===== src/rtl/ksz8851_bus_ctrl_if.sv =====
// ksz8851_bus_ctrl_if
//   Bundles the request/response handshake and the KSZ8851 host-bus pins
//   that ksz8851_bus_ctrl drives and observes.
//   Host side : req_valid/req_ready/req_write/req_addr/req_be/req_wdata,
//               rsp_valid/rsp_rdata, irq
//   Bus side  : CSN, CMD, RDN, WRN, SD_o/SD_oe (drive), SD_i (sample), INTRN
//   The SD tri-state pad lives at the chip top: SD = SD_oe ? SD_o : 'z.
//   slave  : the bus engine
//   master : the requester / surrounding logic
interface ksz8851_bus_ctrl_if;
  logic        req_valid;
  logic        req_ready;
  logic        req_write;
  logic [7:0]  req_addr;
  logic [3:0]  req_be;
  logic [15:0] req_wdata;
  logic        rsp_valid;
  logic [15:0] rsp_rdata;
  logic        irq;
  logic        CSN;
  logic        CMD;
  logic        RDN;
  logic        WRN;
  logic [15:0] SD_o;
  logic        SD_oe;
  logic [15:0] SD_i;
  logic        INTRN;

  modport slave (
    input  req_valid, req_write, req_addr, req_be, req_wdata, SD_i, INTRN,
    output req_ready, rsp_valid, rsp_rdata, irq,
           CSN, CMD, RDN, WRN, SD_o, SD_oe
  );

  modport master (
    output req_valid, req_write, req_addr, req_be, req_wdata, SD_i, INTRN,
    input  req_ready, rsp_valid, rsp_rdata, irq,
           CSN, CMD, RDN, WRN, SD_o, SD_oe
  );
endinterface


===== src/rtl/ksz8851_bus_ctrl.sv =====
// ksz8851_bus_ctrl
//   Host-bus cycle engine for the KSZ8851 16-bit asynchronous bus. Each
//   accepted register request becomes a command (address) write phase
//   followed by a data write or data read phase, with programmable strobe
//   widths and idle gaps. All bus outputs come straight from flops.
// Ports
//   clk40m : 40 MHz system clock
//   RST    : asynchronous active-high reset
//   bus    : ksz8851_bus_ctrl_if.slave (request/response + bus pins + INTRN)
// Parameters
//   T_WR  : WRN low width, command and data write phases (1..15)
//   T_RD  : RDN low width; SD_i sampled on the last RDN-low cycle (1..15)
//   T_GAP : idle cycles between phases and after the data phase (1..15)
module ksz8851_bus_ctrl #(
  parameter int T_WR  = 2,
  parameter int T_RD  = 2,
  parameter int T_GAP = 1
) (
  input  logic                clk40m,
  input  logic                RST,
  ksz8851_bus_ctrl_if.slave   bus
);

  typedef enum logic [2:0] {
    IDLE, CMD_WR, CMD_HOLD, GAP, DATA_WR, DATA_RD, RECOVER
  } state_t;

  localparam logic [3:0] WR_LAST  = 4'(T_WR - 1);
  localparam logic [3:0] RD_LAST  = 4'(T_RD - 1);
  localparam logic [3:0] GAP_LAST = 4'(T_GAP - 1);

  // Command word: byte enables on top, dword-aligned address at the bottom.
  function automatic logic [15:0] cmd_word(input logic [3:0] be, input logic [7:0] addr);
    return {be, 4'b0000, addr & 8'hFC};
  endfunction

  state_t      state, state_next;
  logic [3:0]  cnt, cnt_next;
  logic        wr_q, wr_next;
  logic [15:0] cmd_q, cmd_next;
  logic [15:0] wdata_q, wdata_next;
  logic        accept;

  logic        cmd_n, rdn_n, wrn_n, oe_n;
  logic [15:0] sdo_n;
  logic        irq_meta;

  assign accept  = (state == IDLE) && bus.req_valid;
  assign bus.CSN = 1'b0;

  // Next state, dwell counter, and the bus pin values for the next state.
  // Pins are decoded from state_next and registered so they never glitch.
  always_comb begin
    state_next = state;
    cnt_next   = cnt + 4'd1;
    wr_next    = accept ? bus.req_write : wr_q;
    cmd_next   = accept ? cmd_word(bus.req_be, bus.req_addr) : cmd_q;
    wdata_next = accept ? bus.req_wdata : wdata_q;

    case (state)
      IDLE: begin
        cnt_next = 4'd0;
        if (accept) state_next = CMD_WR;
      end
      CMD_WR: if (cnt == WR_LAST) begin
        state_next = CMD_HOLD;
        cnt_next   = 4'd0;
      end
      CMD_HOLD: begin
        state_next = GAP;
        cnt_next   = 4'd0;
      end
      GAP: if (cnt == GAP_LAST) begin
        state_next = wr_q ? DATA_WR : DATA_RD;
        cnt_next   = 4'd0;
      end
      DATA_WR: if (cnt == WR_LAST) begin
        state_next = RECOVER;
        cnt_next   = 4'd0;
      end
      DATA_RD: if (cnt == RD_LAST) begin
        state_next = RECOVER;
        cnt_next   = 4'd0;
      end
      RECOVER: if (cnt == GAP_LAST) begin
        state_next = IDLE;
        cnt_next   = 4'd0;
      end
      default: begin
        state_next = IDLE;
        cnt_next   = 4'd0;
      end
    endcase

    cmd_n = 1'b0;
    rdn_n = 1'b1;
    wrn_n = 1'b1;
    oe_n  = 1'b0;
    sdo_n = wdata_next;
    case (state_next)
      IDLE: begin
        cmd_n = 1'b1;
        sdo_n = bus.SD_o;
      end
      CMD_WR: begin
        cmd_n = 1'b1;
        wrn_n = 1'b0;
        oe_n  = 1'b1;
        sdo_n = cmd_next;
      end
      CMD_HOLD: begin
        cmd_n = 1'b1;
        oe_n  = 1'b1;
        sdo_n = cmd_next;
      end
      // Reads release the bus here so the chip can turn it around.
      GAP, RECOVER: oe_n = wr_next;
      DATA_WR: begin
        wrn_n = 1'b0;
        oe_n  = 1'b1;
      end
      DATA_RD: rdn_n = 1'b0;
      default: cmd_n = 1'b1;
    endcase
  end

  always_ff @(posedge clk40m or posedge RST) begin
    if (RST) begin
      state         <= IDLE;
      cnt           <= 4'd0;
      wr_q          <= 1'b0;
      cmd_q         <= 16'h0000;
      wdata_q       <= 16'h0000;
      bus.req_ready <= 1'b1;
      bus.rsp_valid <= 1'b0;
      bus.rsp_rdata <= 16'h0000;
      bus.CMD       <= 1'b1;
      bus.RDN       <= 1'b1;
      bus.WRN       <= 1'b1;
      bus.SD_o      <= 16'h0000;
      bus.SD_oe     <= 1'b0;
    end else begin
      state         <= state_next;
      cnt           <= cnt_next;
      wr_q          <= wr_next;
      cmd_q         <= cmd_next;
      wdata_q       <= wdata_next;
      bus.req_ready <= (state_next == IDLE);
      bus.rsp_valid <= (state == RECOVER) && (state_next == IDLE);
      // Sample read data on the edge that ends the RDN-low window.
      if ((state == DATA_RD) && (cnt == RD_LAST))
        bus.rsp_rdata <= bus.SD_i;
      bus.CMD       <= cmd_n;
      bus.RDN       <= rdn_n;
      bus.WRN       <= wrn_n;
      bus.SD_o      <= sdo_n;
      bus.SD_oe     <= oe_n;
    end
  end

  // Two-flop synchronizer for the asynchronous active-low interrupt.
  always_ff @(posedge clk40m or posedge RST) begin
    if (RST) begin
      irq_meta <= 1'b0;
      bus.irq  <= 1'b0;
    end else begin
      irq_meta <= ~bus.INTRN;
      bus.irq  <= irq_meta;
    end
  end

endmodule


===== src/flat_wrapper.sv =====
// flat-port wrapper written by rule: the top's interface ports become plain ports
module ksz8851_bus_ctrl_flat 
#(
  parameter int T_WR  = 2,
  parameter int T_RD  = 2,
  parameter int T_GAP = 1
)
  (clk40m, RST, bus_req_valid, bus_req_write, bus_req_addr, bus_req_be, bus_req_wdata, bus_SD_i, bus_INTRN, bus_req_ready, bus_rsp_valid, bus_rsp_rdata, bus_irq, bus_CSN, bus_CMD, bus_RDN, bus_WRN, bus_SD_o, bus_SD_oe);
  ksz8851_bus_ctrl_if bus_i ();
  input  logic clk40m;
  input  logic RST;
  input wire logic [$bits(bus_i.req_valid)-1:0] bus_req_valid;
  input wire logic [$bits(bus_i.req_write)-1:0] bus_req_write;
  input wire logic [$bits(bus_i.req_addr)-1:0] bus_req_addr;
  input wire logic [$bits(bus_i.req_be)-1:0] bus_req_be;
  input wire logic [$bits(bus_i.req_wdata)-1:0] bus_req_wdata;
  input wire logic [$bits(bus_i.SD_i)-1:0] bus_SD_i;
  input wire logic [$bits(bus_i.INTRN)-1:0] bus_INTRN;
  output wire logic [$bits(bus_i.req_ready)-1:0] bus_req_ready;
  output wire logic [$bits(bus_i.rsp_valid)-1:0] bus_rsp_valid;
  output wire logic [$bits(bus_i.rsp_rdata)-1:0] bus_rsp_rdata;
  output wire logic [$bits(bus_i.irq)-1:0] bus_irq;
  output wire logic [$bits(bus_i.CSN)-1:0] bus_CSN;
  output wire logic [$bits(bus_i.CMD)-1:0] bus_CMD;
  output wire logic [$bits(bus_i.RDN)-1:0] bus_RDN;
  output wire logic [$bits(bus_i.WRN)-1:0] bus_WRN;
  output wire logic [$bits(bus_i.SD_o)-1:0] bus_SD_o;
  output wire logic [$bits(bus_i.SD_oe)-1:0] bus_SD_oe;
  assign bus_i.req_valid = bus_req_valid;
  assign bus_i.req_write = bus_req_write;
  assign bus_i.req_addr = bus_req_addr;
  assign bus_i.req_be = bus_req_be;
  assign bus_i.req_wdata = bus_req_wdata;
  assign bus_i.SD_i = bus_SD_i;
  assign bus_i.INTRN = bus_INTRN;
  assign bus_req_ready = bus_i.req_ready;
  assign bus_rsp_valid = bus_i.rsp_valid;
  assign bus_rsp_rdata = bus_i.rsp_rdata;
  assign bus_irq = bus_i.irq;
  assign bus_CSN = bus_i.CSN;
  assign bus_CMD = bus_i.CMD;
  assign bus_RDN = bus_i.RDN;
  assign bus_WRN = bus_i.WRN;
  assign bus_SD_o = bus_i.SD_o;
  assign bus_SD_oe = bus_i.SD_oe;
  ksz8851_bus_ctrl #(.T_WR(T_WR), .T_RD(T_RD), .T_GAP(T_GAP)) u_core (.clk40m(clk40m), .RST(RST), .bus(bus_i));
endmodule

===== config.mk =====
export PLATFORM = sky130hd
export DESIGN_NAME = ksz8851_bus_ctrl_flat
export DESIGN_NICKNAME = d
export VERILOG_FILES = /design/src/rtl/ksz8851_bus_ctrl_if.sv /design/src/rtl/ksz8851_bus_ctrl.sv /design/src/flat_wrapper.sv
export SDC_FILE = /design/constraint.sdc
export NUM_CORES = 1
export LEC_CHECK = 0
export ABC_AREA = 0
export CAP_MARGIN = 20
export CORE_MARGIN = 3
export CORE_UTILIZATION = 52
export CTS_CLUSTER_DIAMETER = 60
export DETAILED_ROUTE_END_ITERATION = 8
export GPL_ROUTABILITY_DRIVEN = 0
export PLACE_DENSITY = 0.88
export SLEW_MARGIN = 20
export SYNTH_ARGS = -nofsm -noshare
export SYNTH_HDL_FRONTEND = slang
export SYNTH_SLANG_ARGS = --single-unit

===== constraint.sdc =====
create_clock -name clk40m -period 6 [get_ports clk40m]
set_clock_uncertainty 0.2 [all_clocks]
set_input_delay 1.2 -clock clk40m [delete_from_list [all_inputs] [get_ports clk40m]]
set_output_delay 1.2 -clock clk40m [all_outputs]
set_load 0.02 [all_outputs]

Run 1, wiring by layer:
Drawn at 4 px/um.
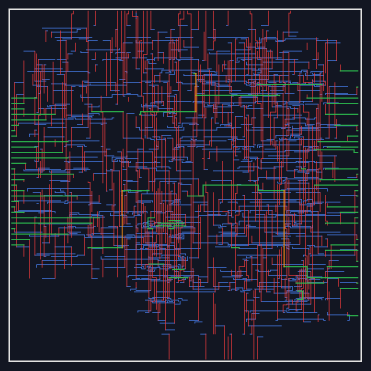
| layer | color | wire length |
|---|---|---|
| met2 | red | 3640 um |
| met4 | orange | 42.8 um |
| met1 | blue | 3040 um |
| met3 | green | 517 um |
Tot GR Track Use: 20.1%
final WL: 7230 um
wire per inst: 15.5 um
routed vias: 2468

Run 1, I/O nets highlighted:
Drawn at 6 px/um.
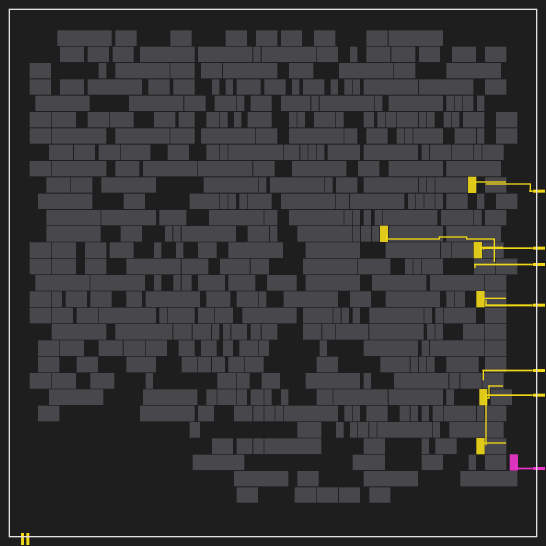
| port | color | bits | direction | end cells | wire |
|---|---|---|---|---|---|
| bus_CSN | magenta | 1 | output | 1 | 3.40 um |
| bus_req_addr | yellow | 8 | input | 6 | 106 um |
Port Buffer Count: 85
IO Count: 89

==> results.cfg, run 1 <==
; generated from flow reports
[critical_path]
crit_chain = clkdlybuf4s50_1 -> nor4b_4 -> buf_4 -> o21ai_0 -> mux2_4
crit_path_end_kind = register
crit_family = buffers and inverters
crit_buf_inv = 2
critPathMaxFanout = 33
worst_path_max_delay_cell = nor4b_4

[floorplan]
coreArea_sq_um = 6420
die_height_um = 87.6
n_tap_cell = 77
fp.dieW_um = 87.6
initCoreUtil_pct = 54.0

[detailed_routing]
viasPerCell = 5.27
drc = 0
dr_wl_met2_um = 3640
dr.pass1.iters = 5
dr.max_layer_used = met4
met3_length_um = 517
ant_nets = 0
m1WireLength_um = 3040

[logic_synthesis]
synthesis.instances = 306
aoi_share_pct = 5.31
largest_area_cell = dfrtp_1
synthTopCellsByCount = nand2_1, dfrtp_1, mux2_2
edf_count = 0
xor_share_pct = 0.505
synth_async_sr_flop_share_pct = 100
simple_gate_share_pct = 15.0
syn-num-nets = 358
top_cell_area_share_pct = 54.9
ys.flop_type = dfrtp_1
netlist_area_sq_um = 3470
ys_cells = 306
mux_share_pct = 16.3
ys_top_logic_family = multiplexers
yosys_warnings = 0
ys_seq_elements = 80
postSynthSeqShare_pct = 57.9
yosysMostFrequentCell = nand2_1
fa_ha_area_share_pct = 1.08
synth.yosys.chip_area_sq_um = 3470

[cells_and_area]
n_all_buffers = 88
stdcell_count = 468
nets = 438
logic_gate_count = 200
syn_to_final_growth_pct = 30.4
flop_area_sq_um = 2010
sh_seq_area_pct = 44.4
seq_cells = 80
num_antenna_cells = 0
drive_above_1_share_pct = 15.9
utilization_pct = 70.4
final_cell_mix = clkdlybuf4s50_1, nand2_1, dfrtp_1, mux2_2, mux2i_1
final_area_sq_um = 4520
comb_area_sq_um = 1340
nFillCells = 452
clk_share_pct = 3.82
inverters = 7
mostFrequentLayoutCell = clkdlybuf4s50_1
comb_share_pct = 29.7

[clock_network]
clockBufferDepth = 2
clkSinkCount = 80
clk_pin_slew_ps = 80
htree_levels = 3
numCtsBuffers = 9
cts_tree = built
postCtsResizedCells = 0
post_cts_buffers = 0

[pwr]
ir_drop_uv = 296
power_density_nw_per_um2 = 539

[global_routing]
antenna_found_initial = 0
grt_pass1_vias = 2520
grt_pass1_wl_um = 12000
busiest_layer = met2
met2_usage_pct = 33.8
use_met3_pct = 7.06
grt_max_degree = 63

[sta]
rsz0062_at_grt = no
tightest_slew_ps = 1060
period_minus_slack_ps = 3340
fin_setup_tns_ps = 0
hold_viol_final = 0

[flow_run]
maxCapViolations = 0

[placement]
dp_hpwl_um = 5060
place_area_sq_um = 4350

[run_status]
status = finished clean

[min_path]
worstHoldPathType = reg -> reg
Run 1, clock wiring as the flow saved it:
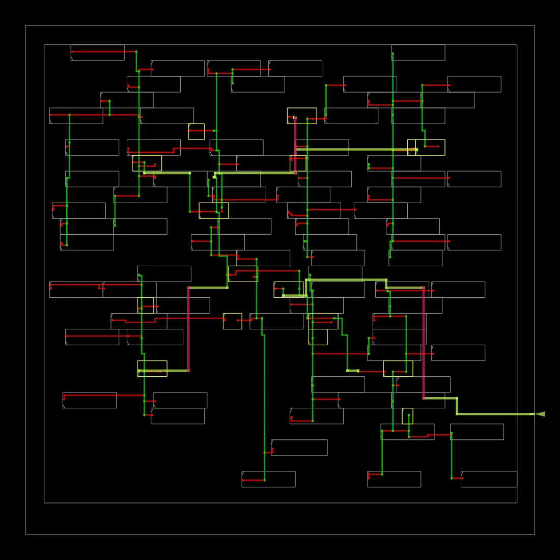
clock buffers: 10
clk latency late pin: 340 ps
Clock net power: 346 uW

run 1: worst reg2reg max path: stages, from the launching register on:
cell	delay, ps
dfrtp_1	400
inv_1	90
ha_1	150
nor3b_1	430
a211o_1	200
a221o_1	820
mux2_2	420
run 1: worst paths after layout:
kind	to	startpoint	slack [ps]	depth (start not counted)
worst max-delay path	u_core.bus.SD_o[4]	bus_req_valid	2660	5
worst min-delay path	u_core.bus.irq	u_core.irq_meta	150	0
worst max register to register	u_core.bus.SD_o[13]	u_core.cnt[1]	3170	6
worst min register to register	u_core.bus.irq	u_core.irq_meta	150	0
max in group asynchronous	u_core.bus.SD_oe	RST	3620	3
min in group asynchronous	u_core.bus.rsp_rdata[13]	RST	920	2
run 1: where the power goes:
part           switching, uW  internal (uW)
Combinational            570            599
Sequential               149            771
Clock                    194            152
Total                    913           1520
## Run 2: what changed since run 1
Settings changed: CORE_UTILIZATION 52 to 49, PLACE_DENSITY 0.88 to 0.84.
Clock period 6 ns to 3.1 ns, I/O delays scaled along.
Run 2, clock wiring as the flow saved it:
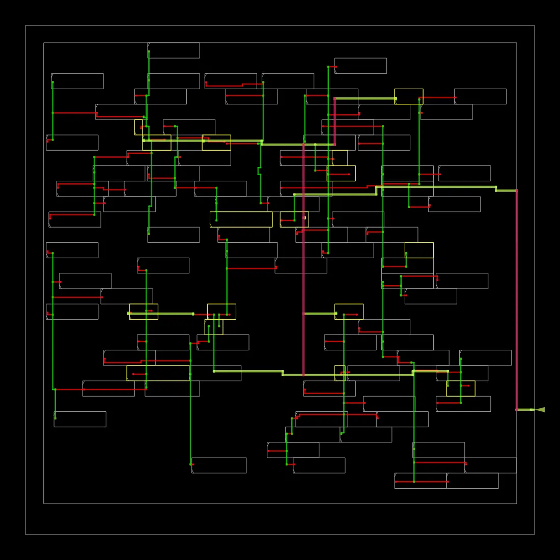
CTS buffer count: 9
Clock net power: 852 uW
# clock sinks: 80
flop count: 80

==> results.cfg, run 2 <==
; generated from flow reports
[min_path]
whs_path_depth = 0
hold_end = u_core.bus.irq
worstHoldPathType = reg -> reg
hp-start = u_core.irq_meta

[placement]
dpl.cell_count = 476
dpl_worst_slack_ps = 351
dp_hpwl_um = 5120
io_buffers = 85
place_area_sq_um = 4450

[floorplan]
fp.dieW_um = 90.1
coreArea_sq_um = 6830
rows = 30
die_area_sq_um = 8120
ios = 89
initCoreUtil_pct = 50.7
die_height_um = 90.1

[detailed_routing]
ant_nets = 0
wl_um = 7260
dr.pass1.iters = 4
post_drt_wl_per_cell_um = 14.8
dr_wl_met2_um = 3540
dr.max_layer_used = met4
viasPerCell = 5.01
vias = 2465
met3_length_um = 550
m1WireLength_um = 3080
drc = 0

[logic_synthesis]
yosys_warnings = 0
top_cell_area_share_pct = 54.9
yosysMostFrequentCell = nand2_1
ys_seq_elements = 80
synthDistinctLibCells = 42
simple_gate_share_pct = 15.0
syn-num-nets = 358
avgSynthCellArea_sq_um = 11.3
netlist_area_sq_um = 3470
aoi_share_pct = 5.31
ys.flop_type = dfrtp_1
largest_area_cell = dfrtp_1
ys_cells = 306
fa_ha_area_share_pct = 1.08
synth.yosys.chip_area_sq_um = 3470
synth_async_sr_flop_share_pct = 100
synthesis.instances = 306
synthTopCellsByCount = nand2_1, dfrtp_1, mux2_2
edf_count = 0
ys_top_logic_family = multiplexers
postSynthSeqShare_pct = 57.9
mux_share_pct = 16.3
xor_share_pct = 0.505

[clock_network]
post_cts_buffers = 0
clockBufferDepth = 2
cts_tree = built
clk_pin_slew_ps = 90
htree_levels = 3
hold_buffers = 0
insertion_delay_ps = 350
cts_root_buffer = clkbuf_8
postCtsResizedCells = 0

[cells_and_area]
final_cell_mix = clkdlybuf4s50_1, nand2_1, dfrtp_1, mux2_2, mux2i_1
nets = 443
mostFrequentLayoutCell = clkdlybuf4s50_1
drive_above_1_share_pct = 16.9
final_area_sq_um = 4670
utilization_pct = 68.3
stdcell_count = 492
syn_to_final_growth_pct = 34.7
num_antenna_cells = 0

[critical_path]
critPathCapture = u_core.bus.SD_o[6]
r2r_end = u_core.bus.SD_o[6]
crit_cells = 7
crit_start = u_core.cnt[0]
crit_chain = inv_1 -> ha_1 -> nor3b_2 -> o211ai_1 -> a221o_1 -> buf_4 -> mux2_4
critPathMaxFanout = 10
critPathArrivalTime_ps = 2490
crit_family = AND-OR/OR-AND gates
crit_path_end_kind = register
worst_path_max_delay_cell = dfrtp_1
crit_buf_inv = 2
r2r-start = u_core.cnt[0]
rrSetupSlack_ps = 660
r2r_cells = 7

[global_routing]
grt_max_degree = 50
grt_pass1_wl_um = 12400
grt_use_total_pct = 19.0
grt_pass1_vias = 2552
antenna_found_initial = 0

[pwr]
ir_drop_uv = 665
power_density_nw_per_um2 = 1060
p_total_uw = 4950

[sta]
fin_setup_tns_ps = 0
period_minus_slack_ps = 2440
setup_violations = 0
hold_viol_final = 0
post-route-period-util_pct = 78.9
fmax_ghz = 0.409
tightest_slew_ps = 709
rsz0062_at_grt = no
hold_slack_ps = 176
slew_violations = 0

[run_status]
status = finished clean

[flow_run]
maxCapViolations = 0
==> run 2: cell counts after synthesis <==
Identical to the previous run, type by type.
==> run 2: final cells by class <==
cell class / instances / area, sq um
fill: 528 / 2160
sequential: 80 / 2010
multi-input combinational: 200 / 1340
timing repair buffer: 93 / 948
clock buffer: 11 / 141
tap: 96 / 120
clock inverter: 5 / 81.3
inverter: 7 / 27.5
==> run 2: power breakdown <==
part | switching [uW] | internal, uW | leakage [uW]
Sequential | 291 | 1490 | 0.00100
Clock | 376 | 476 | 0.000110
Combinational | 1100 | 1220 | 0.00109
Total | 1760 | 3190 | 0.00221
==> run 2: layer usage <==
metal	up-vias	track usage (%)
li1	1183	-
met1	1182	24.0
met2	92	30.4
met3	8	7.45
met4	0	5.48
met5	-	0
Power figures rest on the tool's default switching activity, not on a simulated workload.
